===== src/rtl/fpall_pkg.sv =====
// Shared FP types, constants and arithmetic helpers for the fpall block family.
// Latency: n/a (types and pure functions only).
// Backpressure: n/a.
package fpall_pkg;

  typedef enum logic {
    FP_FMT_FP32 = 1'b0,
    FP_FMT_FP16 = 1'b1   // two packed bf16 lanes
  } fp_fmt_e;

  typedef enum logic [1:0] {
    FP_OP_MUL   = 2'd0,
    FP_OP_PASSX = 2'd1,
    FP_OP_PASSY = 2'd2
  } fp_op_e;

  localparam logic [7:0] BF16_EXP_MAX = 8'hFF;

  typedef struct packed {
    logic [31:0] r;
    logic [1:0]  exc;
  } fpall_resp_t;

  // Exponent field is zero/denormal or Inf/NaN.
  function automatic logic exp_special(input logic [7:0] e);
    return (e == 8'h00) || (e == BF16_EXP_MAX);
  endfunction

  // Per-lane special-exponent flags of a result word.
  function automatic logic [1:0] fpall_exc(input fp_fmt_e fmt, input logic [31:0] r);
    if (fmt == FP_FMT_FP16) return {exp_special(r[30:23]), exp_special(r[14:7])};
    return {1'b0, exp_special(r[30:23])};
  endfunction

  // bf16 multiply: truncating, denormals flush to zero, overflow saturates to Inf.
  function automatic logic [15:0] bf16_mul(input logic [15:0] a, input logic [15:0] b);
    logic        s;
    logic [15:0] p;
    logic [9:0]  e;
    logic [9:0]  eo;
    logic [6:0]  m;
    s  = a[15] ^ b[15];
    p  = 16'({1'b1, a[6:0]}) * 16'({1'b1, b[6:0]});
    m  = p[15] ? p[14:8] : p[13:7];
    e  = {2'b00, a[14:7]} + {2'b00, b[14:7]} + {9'b0, p[15]};
    eo = e - 10'd127;
    if (a[14:7] == 8'h00 || b[14:7] == 8'h00) return {s, 15'h0};
    if (a[14:7] == BF16_EXP_MAX || b[14:7] == BF16_EXP_MAX) return {s, BF16_EXP_MAX, 7'h0};
    if (e >= 10'd382) return {s, BF16_EXP_MAX, 7'h0};
    if (e <= 10'd127) return {s, 15'h0};
    return {s, eo[7:0], m};
  endfunction

  // fp32 multiply with the same simplified rounding/special handling as bf16_mul.
  function automatic logic [31:0] fp32_mul(input logic [31:0] a, input logic [31:0] b);
    logic        s;
    logic [47:0] p;
    logic [9:0]  e;
    logic [9:0]  eo;
    logic [22:0] m;
    s  = a[31] ^ b[31];
    p  = 48'({1'b1, a[22:0]}) * 48'({1'b1, b[22:0]});
    m  = p[47] ? p[46:24] : p[45:23];
    e  = {2'b00, a[30:23]} + {2'b00, b[30:23]} + {9'b0, p[47]};
    eo = e - 10'd127;
    if (a[30:23] == 8'h00 || b[30:23] == 8'h00) return {s, 31'h0};
    if (a[30:23] == 8'hFF || b[30:23] == 8'hFF) return {s, 8'hFF, 23'h0};
    if (e >= 10'd382) return {s, 8'hFF, 23'h0};
    if (e <= 10'd127) return {s, 31'h0};
    return {s, eo[7:0], m};
  endfunction

endpackage


===== src/rtl/fpall_issue_ctrl_fifo.sv =====
// Response FIFO: circular buffer with wrapping pointers and an entry count.
// Latency: push visible at head one edge later; head read is combinational.
// Backpressure: none internally; the caller guarantees push never hits full without a pop.
module fpall_resp_fifo #(
  parameter int DEPTH = 4,
  parameter int W     = 32
) (
  input  logic                       clk_i,
  input  logic                       rst_ni,
  input  logic                       push_i,
  input  logic [W-1:0]               push_dat_i,
  input  logic                       pop_i,
  output logic [W-1:0]               pop_dat_o,
  output logic                       full_o,
  output logic                       empty_o,
  output logic [$clog2(DEPTH+1)-1:0] count_o
);

  localparam int PTR_W = (DEPTH > 1) ? $clog2(DEPTH) : 1;
  localparam int CNT_W = $clog2(DEPTH+1);

  logic [W-1:0]     mem_q [DEPTH];
  logic [PTR_W-1:0] wr_ptr_q, wr_ptr_d, rd_ptr_q, rd_ptr_d;
  logic [CNT_W-1:0] cnt_q, cnt_d;
  logic             do_pop;

  function automatic logic [PTR_W-1:0] ptr_inc(input logic [PTR_W-1:0] p);
    return (p == PTR_W'(DEPTH-1)) ? '0 : p + PTR_W'(1);
  endfunction

  assign full_o  = (cnt_q == CNT_W'(DEPTH));
  assign empty_o = (cnt_q == '0);
  assign count_o = cnt_q;
  // An empty FIFO with a simultaneous push forwards the pushed word
  assign do_pop    = pop_i & (!empty_o | push_i);
  assign pop_dat_o = empty_o ? push_dat_i : mem_q[rd_ptr_q];

  // Pointer and count update; push+pop together leaves the count unchanged
  always_comb begin
    wr_ptr_d = push_i ? ptr_inc(wr_ptr_q) : wr_ptr_q;
    rd_ptr_d = do_pop ? ptr_inc(rd_ptr_q) : rd_ptr_q;
    cnt_d    = cnt_q;
    if (push_i && !do_pop)      cnt_d = cnt_q + CNT_W'(1);
    else if (!push_i && do_pop) cnt_d = cnt_q - CNT_W'(1);
  end

  // Control state, cleared by reset
  always_ff @(posedge clk_i or negedge rst_ni) begin
    if (!rst_ni) begin
      wr_ptr_q <= '0;
      rd_ptr_q <= '0;
      cnt_q    <= '0;
    end else begin
      wr_ptr_q <= wr_ptr_d;
      rd_ptr_q <= rd_ptr_d;
      cnt_q    <= cnt_d;
    end
  end

  // Storage; stale contents are never observable because empty masks the head
  always_ff @(posedge clk_i) begin
    if (push_i) mem_q[wr_ptr_q] <= push_dat_i;
  end

  a_no_overflow: assert property (@(posedge clk_i) disable iff (!rst_ni) push_i |-> (!full_o || pop_i));

endmodule


===== src/rtl/fpall_shared_logic_wrapper.sv =====
// Shared FP datapath: bf16x2 / fp32 multiply and operand pass-through.
// Latency: LAT clock edges from inputs to r_o, fixed.
// Backpressure: none; computes every cycle, no enable, no reset.
module fpall_shared_logic_wrapper
  import fpall_pkg::*;
#(
  parameter int LAT = 2
) (
  input  logic        clk_i,
  input  fp_fmt_e     fmt_i,
  input  fp_op_e      op_i,
  input  logic [31:0] x_i,
  input  logic [31:0] y_i,
  output logic [31:0] r_o
);

  logic [31:0] res_d;
  logic [31:0] pipe_q [LAT];

  // Combinational result for the operands presented this cycle
  always_comb begin
    res_d = x_i;
    case (op_i)
      FP_OP_MUL:   res_d = (fmt_i == FP_FMT_FP16) ?
                           {bf16_mul(x_i[31:16], y_i[31:16]), bf16_mul(x_i[15:0], y_i[15:0])} :
                           fp32_mul(x_i, y_i);
      FP_OP_PASSY: res_d = y_i;
      default:     res_d = x_i;
    endcase
  end

  // Fixed-depth result pipeline; contents are don't-care until tracked valid
  always_ff @(posedge clk_i) begin
    pipe_q[0] <= res_d;
    for (int i = 1; i < LAT; i++) pipe_q[i] <= pipe_q[i-1];
  end

  assign r_o = pipe_q[LAT-1];

endmodule


===== src/rtl/fpall_issue_ctrl.sv =====
// Valid/ready issue front-end for the shared FP datapath; tracks tags, queues results in order.
// Latency: LAT cycles accept->resp_valid when the response FIFO is empty; 1 op/cycle sustained.
// Backpressure: credit counter holds req_ready low while DEPTH ops are in flight or queued.
// Optional FPALL_ISSUE_CHK_EN: per-lane exponent-special flags on resp_exc (tied 0 otherwise).
module fpall_issue_ctrl
  import fpall_pkg::*;
#(
  parameter int LAT   = 2,
  parameter int DEPTH = 4,
  parameter int TAG_W = 4
) (
  input  logic             clk,
  input  logic             rst_n,
  input  logic             req_valid,
  output logic             req_ready,
  input  fp_fmt_e          req_fmt,
  input  fp_op_e           req_op,
  input  logic [31:0]      req_x,
  input  logic [31:0]      req_y,
  input  logic [TAG_W-1:0] req_tag,
  output logic             resp_valid,
  input  logic             resp_ready,
  output logic [31:0]      resp_r,
  output logic [TAG_W-1:0] resp_tag,
  output logic [1:0]       resp_exc,
  output logic             busy
);

  localparam int OCC_W = $clog2(DEPTH+1);
`ifdef FPALL_ISSUE_CHK_EN
  localparam int ENT_W = $bits(fpall_resp_t) + TAG_W;
`else
  localparam int ENT_W = 32 + TAG_W;
`endif

  if (DEPTH < LAT + 1) begin : g_depth_chk
    $error("fpall_issue_ctrl: DEPTH must be at least LAT+1");
  end

  logic                        accept, pop;
  logic [OCC_W-1:0]            occ_q, occ_d;
  logic [LAT-1:0]              vld_q, vld_d;
  logic [LAT-1:0][TAG_W-1:0]   tag_q, tag_d;
  logic [31:0]                 dp_r;
  logic [ENT_W-1:0]            push_dat, pop_dat, head;
  logic                        fifo_full, fifo_empty;
  logic [OCC_W-1:0]            fifo_cnt;

  // Ready depends on registered occupancy only, so a same-cycle pop cannot raise it
  assign req_ready  = (occ_q < OCC_W'(DEPTH));
  assign accept     = req_valid & req_ready;
  assign resp_valid = !fifo_empty;
  assign pop        = resp_valid & resp_ready;
  assign busy       = (occ_q != '0);

  fpall_shared_logic_wrapper #(.LAT(LAT)) u_dp (
    .clk_i (clk),
    .fmt_i (req_fmt),
    .op_i  (req_op),
    .x_i   (req_x),
    .y_i   (req_y),
    .r_o   (dp_r)
  );

  // Tracking shift register: stage 0 records this cycle's accept, the rest shift down
  always_comb begin
    vld_d    = '0;
    tag_d    = '0;
    vld_d[0] = accept;
    tag_d[0] = req_tag;
    for (int i = 1; i < LAT; i++) begin
      vld_d[i] = vld_q[i-1];
      tag_d[i] = tag_q[i-1];
    end
  end

  // Credit count of in-flight plus queued operations
  always_comb begin
    occ_d = occ_q;
    if (accept && !pop)      occ_d = occ_q + OCC_W'(1);
    else if (!accept && pop) occ_d = occ_q - OCC_W'(1);
  end

  // Tracking and credit state; reset discards everything in flight
  always_ff @(posedge clk or negedge rst_n) begin
    if (!rst_n) begin
      vld_q <= '0;
      tag_q <= '0;
      occ_q <= '0;
    end else begin
      vld_q <= vld_d;
      tag_q <= tag_d;
      occ_q <= occ_d;
    end
  end

`ifdef FPALL_ISSUE_CHK_EN
  logic [LAT-1:0] fmt_q, fmt_d;
  fpall_resp_t    push_rsp, head_rsp;

  // Format rides alongside the tag so flags are judged in the right lane layout
  always_comb begin
    fmt_d    = '0;
    fmt_d[0] = req_fmt;
    for (int i = 1; i < LAT; i++) fmt_d[i] = fmt_q[i-1];
  end

  // Format pipeline register
  always_ff @(posedge clk or negedge rst_n) begin
    if (!rst_n) fmt_q <= '0;
    else        fmt_q <= fmt_d;
  end

  assign push_rsp = '{r: dp_r, exc: fpall_exc(fp_fmt_e'(fmt_q[LAT-1]), dp_r)};
  assign push_dat = {push_rsp, tag_q[LAT-1]};
  assign head_rsp = fpall_resp_t'(head[ENT_W-1:TAG_W]);
  assign resp_r   = head_rsp.r;
  assign resp_exc = head_rsp.exc;
`else
  assign push_dat = {dp_r, tag_q[LAT-1]};
  assign resp_r   = head[ENT_W-1:TAG_W];
  assign resp_exc = 2'b00;
`endif

  // Outputs read zero whenever nothing is queued, including straight out of reset
  assign head     = fifo_empty ? '0 : pop_dat;
  assign resp_tag = head[TAG_W-1:0];

  fpall_resp_fifo #(.DEPTH(DEPTH), .W(ENT_W)) u_fifo (
    .clk_i      (clk),
    .rst_ni     (rst_n),
    .push_i     (vld_q[LAT-1]),
    .push_dat_i (push_dat),
    .pop_i      (pop),
    .pop_dat_o  (pop_dat),
    .full_o     (fifo_full),
    .empty_o    (fifo_empty),
    .count_o    (fifo_cnt)
  );

  a_fifo_within_credit: assert property (@(posedge clk) disable iff (!rst_n) fifo_cnt <= occ_q);
  a_push_has_room:      assert property (@(posedge clk) disable iff (!rst_n) vld_q[LAT-1] |-> (!fifo_full || pop));

endmodule


===== config.mk =====
export PLATFORM = sky130hd
export DESIGN_NAME = fpall_issue_ctrl
export DESIGN_NICKNAME = d
export VERILOG_FILES = /design/src/rtl/fpall_pkg.sv /design/src/rtl/fpall_issue_ctrl_fifo.sv /design/src/rtl/fpall_shared_logic_wrapper.sv /design/src/rtl/fpall_issue_ctrl.sv
export SDC_FILE = /design/constraint.sdc
export NUM_CORES = 2
export LEC_CHECK = 0
export CAP_MARGIN = 20
export CELL_PAD_IN_SITES_DETAIL_PLACEMENT = 1
export CELL_PAD_IN_SITES_GLOBAL_PLACEMENT = 1
export CORE_ASPECT_RATIO = 1.1
export CORE_MARGIN = 4
export CORE_UTILIZATION = 35
export DETAILED_ROUTE_END_ITERATION = 12
export GPL_TIMING_DRIVEN = 0
export PLACE_DENSITY = 0.7
export SETUP_SLACK_MARGIN = 0.1
export SLEW_MARGIN = 20
export SYNTH_ARGS = -nofsm -noshare
export SYNTH_HDL_FRONTEND = slang
export SYNTH_SLANG_ARGS = --single-unit

===== constraint.sdc =====
create_clock -name clk -period 2.45 [get_ports clk]
set_clock_uncertainty 0.05 [all_clocks]
set_input_delay 0.49 -clock clk [delete_from_list [all_inputs] [get_ports clk]]
set_output_delay 0.49 -clock clk [all_outputs]
set_load 0.005 [all_outputs]

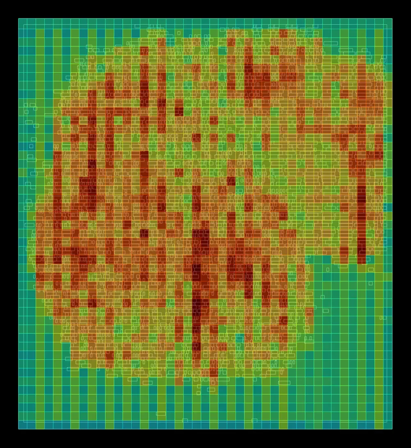
Fig. 1. Track usage over the die.
global routing usage on met1: 29.9%
met2 demand-to-capacity share in global routing: 41.2%

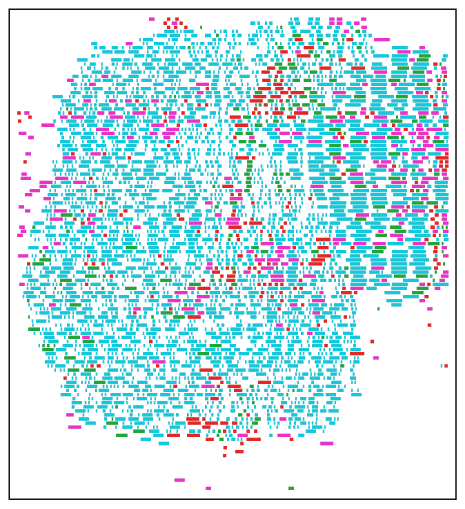
Fig. 2. Drive-strength map.
(1.5 px per um)
drive 1 or less: marked cyan, cells 2929. drive 3 to 4: marked red, cells 253. drive 6 and up: marked magenta, cells 226. drive 2: marked green, cells 221.

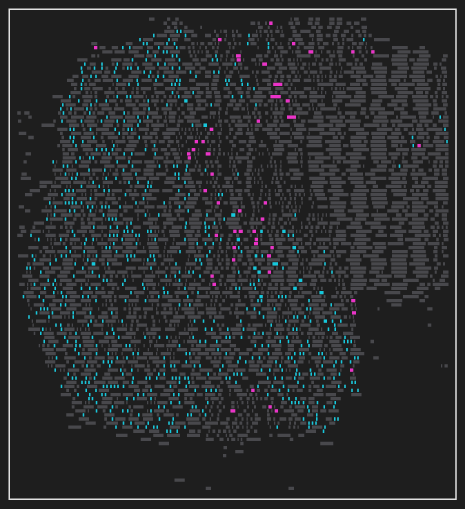
Fig. 3. Gate families picked out.
(1.5 px per um)
inverters: marked cyan, cells 701. AND-OR and OR-AND gates: marked magenta, cells 49.

==> impl.org <==
#+TITLE: Implementation results

** STA
- The final hold violation count recorded for this run is 0.
- Achievable Freq :: 119 MHz
- The worst path in the final design needs a cycle of 8.38 ns, including I/O delays and setup.
- Slew at the pin closest to its max-slew limit :: 1.02 ns
- Across all setup checks in the final design, the least slack found is -5.93 ns.
- # setup viols final :: 67
- Count of pins over their slew limit :: 0
- Final Hold Slack :: 0.274 ns
- Setup repair after global routing could not meet its margin everywhere.
- Period utilisation layout :: 342%

** Floorplan
- After floorplanning, the die was sized to cover 96700 um^2.
- Total core area :: 91000 um^2
- According to the floorplan report, the die width is 297 um.
- According to the floorplan log, the row count is 116.
- Once the floorplan was initialized, standard cells occupied 35.3% of the core.
- The floorplan step set the die height to 326 um.
- Io pins :: 116

** Placement
- Half-perimeter wire length of the detailed placement result :: 89300 um
- Per the gpl log, the routability congestion estimate is 0.956.
- Placed instance area :: 35200 um^2
- OpenSTA, run right after detailed placement, puts the worst setup slack at -9.41 ns.
- The placement report lists the number of port buffers as 111.

** Run status
- The flow ran to the end, but the final reports show violations.
- The checks that failed: setup timing.

** Synthesis
- After synthesis, flip-flops and latches occupy 19.0% of the total area.
- For reference, the post-synthesis area per instance comes to 9.68 um^2.
- Yosys mapped a number of flops with a built-in enable equal to 144.
- Synth async-reset ratio :: 8.77%
- Cells in synth_stat.txt :: 3317
- Of the total synthesized cell area, the portion taken by AND-OR and OR-AND cells is 7.62%.
- Largest family of logic cells by area :: adder cells

** Global route
- Global-route wire length before repair :: 173000 um
- Via count of the first global-routing pass :: 27918
- Remaining global-route overflow :: 0
- Largest net degree at the start of global routing :: 26
- The number of antenna violations at the first check in global routing was 5.
- In the global route stage, overall resource usage came out at 23.5%.

** Drt
- The first detailed-routing pass ran for 5 iterations.
- After detailed routing, the total wire length is 115000 um.
- The routed design shows a via density per instance of 5.22.
- Overall via count from detail_route :: 25122
- The routed design shows a wire length per standard cell of 23.9 um.
- DR DRC count :: 0

** Setup path
- STA classifies the critical path startpoint as a primary input.
- Cell occurring most often along the worst timing path :: fa_1
- Worst reg-to-reg setup slack :: 0.20 ns
- Arrival time at the worst endpoint :: 8.63 ns
- Required time reported for the critical path endpoint :: 2.70 ns
- Worst r2r path cells :: 9
- Reg-to-Reg End :: occ_q[2]
- Maximum fanout encountered on the critical timing path :: 9
- Cell type of the slowest stage on the worst timing path :: fa_1
- Critical path capture point type :: register
- CP startpoint :: req_x[11]
- Startpoint of the worst register-to-register path :: u_fifo.count_o[2]

** Hold path
- Worst min-delay path startpoint :: u_dp.pipe_q[0][3]
- Path class of the lowest-slack min-delay path :: register to register
- Looking at the hold checks, the worst path lands on u_dp.pipe_q[0][35].

** Clock network
- Per the TritonCTS log, the buffer count is 22.
- CTS built an H-tree with a depth of 1.
- For this design, the sink count on the clock tree is 228.
- TritonCTS built the clock tree.
- Clock Path Buffers :: 3
- The timing report gives the clock slew at the launch and capture registers of the worst setup and hold paths as 0.07 ns.
- Looking at the clock tree report, the root buffer type is clkbuf_16.

** Final layout
- Final net count :: 4481
- The area growth from synthesis to layout is 23.6%.
- Proportion of layout cells with a drive suffix above 1 :: 19.3%

** Flow run
- Number of warnings the tools reported :: 43
how the worst max path moves through the flow:
stage / end / slack, ns / cells after the start
after floorplan: u_dp.pipe_q[0][15] / -5.82 / 35
after global placement: u_dp.pipe_q[0][18] / -9.41 / 33
after detailed placement: u_dp.pipe_q[0][19] / -9.41 / 34
after CTS: u_dp.pipe_q[0][12] / -6.09 / 37
after global routing: u_dp.pipe_q[0][8] / -6.16 / 38
final: u_dp.pipe_q[0][24] / -5.93 / 33
cell families after synthesis:
family                     after synthesis
other                                    1
and+or+nand+nor                        934
adders and majority gates              795
muxes                                   68
AOI/OAI and AO/OA                      370
DFF                                    228
buffers and inverters                  847
xor gates and xnor gates                74
cell usage in the layout (no fill, tap or decap), types with 82 or more instances in the layout:
cell      synthesis  layout
a21oi_1         110      93
and2_1          270     231
buf_4             4     130
buf_6             2      82
edfxtp_1        144     144
fa_1            539     512
ha_1            254     232
inv_1           696     669
nand2_1         356     336
nor2_1          168     162
critical path: cells and delay by family:
| kind | cells | cell delay (ns) |
|---|---|---|
| AND/OR/NAND/NOR | 1 | 0.04 |
| buffers and inverters | 8 | 0.91 |
| XOR/XNOR | 2 | 0.44 |
| adder cells (fa/ha/maj) | 11 | 4.56 |
| AND-OR/OR-AND | 11 | 2.17 |
cell usage after synthesis, drive strengths merged, types with 19 or more instances:
cell / number / area (um^2)
o21ai: 82 / 418
o211ai: 21 / 158
fa: 539 / 10800
ha: 254 / 3180
and2: 270 / 1690
o221ai: 21 / 184
nand2: 356 / 1340
dfrtp: 20 / 500
xnor2: 37 / 324
a21oi: 111 / 559
inv: 698 / 2620
clkbuf: 128 / 482
nor3: 31 / 160
mux2i: 19 / 203
edfxtp: 144 / 4320
nor2: 168 / 631
a21o: 21 / 158
mux4: 36 / 811
dfxtp: 64 / 1280
nand4: 22 / 138
xor2: 37 / 332
state kept, by name, indices dropped and copies added, names as in the netlist:
name,count
u_dp.pipe_q,64
u_fifo.count_o,3
tag_d,4
push_dat,4
u_fifo.mem_q,144
u_fifo.wr_ptr_q,2
vld_q,2
occ_q,3
u_fifo.rd_ptr_q,2
timing repair:
action,4_1_cts,5_1_grt
hold endpoints to repair,0,20
setup endpoints to repair,71,71
resized,869,204
gates cloned,2,0
pin swaps,87,104
hold buffers,0,1
buffers inserted,108,54
through the flow:
step / util (%) / std cells
floorplan: - / 3318
global placement: 38.6 / 4609
CTS: 42.5 / 4762
finish: 43.6 / 4812
global route: 43.6 / 4809
detailed placement: 38.7 / 4613
layer usage:
layer  wire [um]  share of wire (%)  track usage (%)
met5          26              0.023                0
met3        6860                6.0             3.13
met1       46400                 40             29.9
met4        4680                4.1             7.71
met2       56900                 50             41.2
layout make-up:
class / count / area, um^2
repair buffers: 275 / 2710
clock inverters: 14 / 171
multi-input cells: 2243 / 24000
flip-flops and latches: 228 / 6110
inverters: 701 / 2700
well taps: 1180 / 1480
clock buffers: 26 / 587
plain buffers: 142 / 1990
fillers: 10039 / 51300
diodes: 3 / 7.51
